==> config.mk <==
export PLATFORM = sky130hd
export DESIGN_NAME = button_press_decoder_flat
export DESIGN_NICKNAME = d
export VERILOG_FILES = /design/src/rtl/button_pkg.sv /design/src/rtl/button_press_decoder_if.sv /design/src/rtl/level_edge_detect.sv /design/src/rtl/button_press_decoder.sv /design/src/flat_wrapper.sv
export SDC_FILE = /design/constraint.sdc
export NUM_CORES = 1
export LEC_CHECK = 0
export ABC_CLOCK_PERIOD_IN_PS = 7820
export CAP_MARGIN = 5
export CORE_MARGIN = 4
export CORE_UTILIZATION = 50
export DETAILED_ROUTE_END_ITERATION = 7
export MAX_ROUTING_LAYER = met4
export PLACE_DENSITY = 0.68
export SYNTH_ARGS = -nofsm -noshare
export SYNTH_HDL_FRONTEND = slang
export SYNTH_HIERARCHICAL = 1
export SYNTH_SLANG_ARGS = --single-unit
export TNS_END_PERCENT = 1
==> constraint.sdc <==
create_clock -name clk -period 7.82 [get_ports clk]
set_clock_uncertainty 0.2 [all_clocks]
set_input_delay 2.346 -clock clk [delete_from_list [all_inputs] [get_ports clk]]
set_output_delay 2.346 -clock clk [all_outputs]
set_load 0.02 [all_outputs]
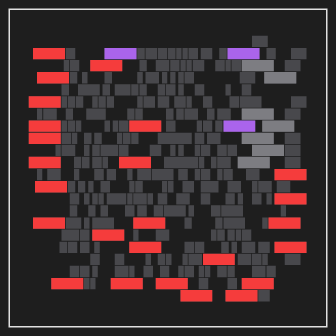
*Where the registers sit*
Other sequential cells in the stronger grey, the rest of the logic in the fainter grey.
- `u_core/cnt_q`: red (flops 25; where spread over the die)
- `u_core/state_q`: purple (flops 3)
Seq area share: 0.321
sequential cell area: 701 sq um
sequential group power: 199 uW
final core utilization: 0.584

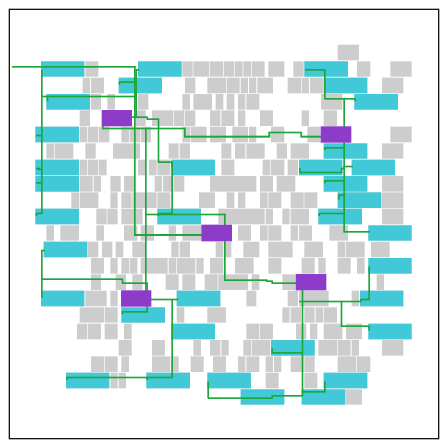
*Routed clock nets over the placement*
- clock drivers: purple (count 5)
- clock wires: green (length 466 microns)
- flip-flops: cyan (count 35)
- flops lie: spread over the die
Clock power frac: 0.296
P_clk: 133 uW
Latency at later pin: 290 ps

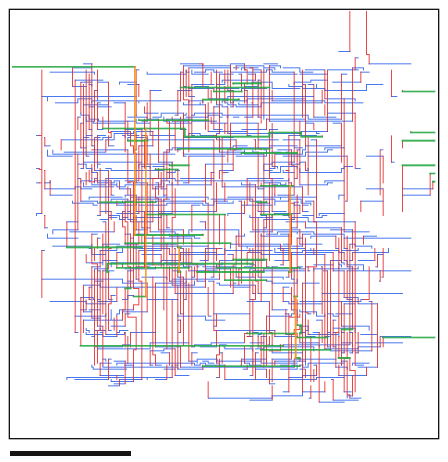
*Signal wires by layer*
Scale bar: 20 microns.
- metal 1: blue (wire length 2,340 microns)
- metal 2: red (wire length 2,250 microns)
- metal 3: green (wire length 400 microns)
- metal 4: orange (wire length 84.3 microns)
drt wl/cell: 16.3 microns
DR vias: 2,024

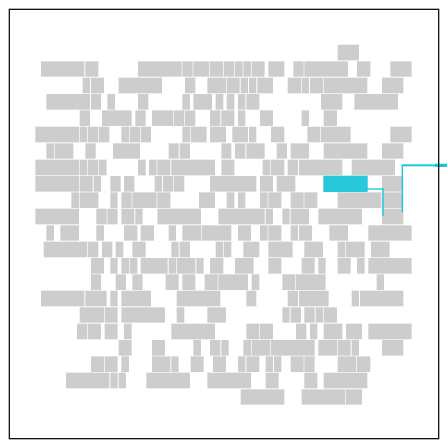
*Port wiring*
- `bus_double_click`: cyan (bits 1; direction output; end cells 1; buffers 1; wire 20.1 microns)
Port-buffer cells: 9
Ports: 10

==> run_results.csv <==
group,metric,value,unit
drt,ant_nets,0,
min_path,hp-class,"reg -> reg",
die,fp.dieW,71.0,microns
logic_synthesis,ys_chip_area,1980,sq um
layout,largest_reg_flops,25,
power_and_ir_drop,switchingPower,156,uW
worst_setup_path,start_kind,"primary input",
layout,antenna_cells,0,
logic_synthesis,ys_seq_share,0.353,
worst_setup_path,critPathArrivalTime,5120,ps
worst_setup_path,rrSetupSlack,4600,ps
clocking,hold_buffers,0,
logic_synthesis,synth_area_leader_cell,"dfxtp_1",
sta,final_hold_viol_count,0,
logic_synthesis,synth_area_per_cell,7.72,sq um
global_route,grt_max_degree,27,
min_path,holdPathStages,2,
logic_synthesis,synthTopCellsByArea,"dfxtp_1 (35%), nand3_1 (5.6%), nand2_1 (5.5%), nor2_1 (5.1%), nand4_1 (4.4%)",
worst_setup_path,crit_family,"AND-OR/OR-AND gates",
layout,final_cell_mix,"dfxtp_1 (35), nand2_1 (29), nor2_1 (27)",
layout,area_growth_syn_to_layout,10.2,%
sta,fin_setup_tns,0,ps
job,tool_warnings,26,
sta,period_needed,5130,ps
layout,clockNetworkAreaShare,0.0401,
power_and_ir_drop,power_leader,"registers",
outcome,status,"finished, final reports clean",
die,fp.dieH,71.0,microns
global_route,grt.met3_usage,0.0597,
layout,ff_count,35,
worst_setup_path,cp_num_buf_inv,1,
power_and_ir_drop,p_leak,0.000694,uW
drt,drt-total-wl,5070,microns
layout,nFillCells,373,
clocking,cts-root-buf,"clkbuf_8",
layout,logic_area,1190,sq um
logic_synthesis,ys_warn_count,6,
drt,via_per_inst,6.49,
clocking,cts_resized,0,
clocking,clk_pin_slew,70,ps
logic_synthesis,ys.flop_type,"dfxtp_1",
sta,rsz0062_at_grt,"false",
logic_synthesis,postSynth.asyncResetShare,0,
clocking,cts_tree,"yes",
global_route,first_global_vias,1770,
layout,finalNonFillerCells,312,
die,num_rows,22,
power_and_ir_drop,comb_power_share,0.261,
worst_setup_path,worstPathMaxFanout,26,
logic_synthesis,syn_area,1980,sq um
drt,drt_iter0_drc,225,
die,tap_cells,48,
layout,nets,268,
global_route,use_met1,0.300,
die,dieArea,5040,sq um
layout,sh_comb_area,0.547,
power_and_ir_drop,pwr-share-seq,0.444,
logic_synthesis,synth-edff-count,0,
power_and_ir_drop,p_sw_frac,0.348,
sta,drv_slew,0,
placement,dpl.hpwl,3610,microns
metal layers:
metal,wire [microns],part of all wire
met1,2340,0.46
met2,2250,0.44
met3,399,0.079
met4,84,0.017
met5,0,0
stage by stage:
step | power (uW) | util | instance area [sq um] | setup slack [ps] | hold WS (ps)
after CTS | 451 | 0.584 | 2190 | 2650 | 310
after global placement | 319 | 0.560 | 2100 | 2450 | 298
after global routing | 477 | 0.584 | 2190 | 2400 | 354
final | 450 | 0.584 | 2190 | 2690 | 317
after floorplan | 294 | - | 1980 | 3820 | 269
after detailed placement | 320 | 0.560 | 2100 | 2380 | 300
logic make-up after synthesis:
logic type,after synthesis,share of synthesized area
mux,1,0.00505
flops,35,0.353
compound gates,51,0.175
xor+xnor,5,0.0221
simple gates,141,0.394
buf+inv,23,0.0442
fa+ha+maj,1,0.00631
Power and IR drop assume default switching activity.
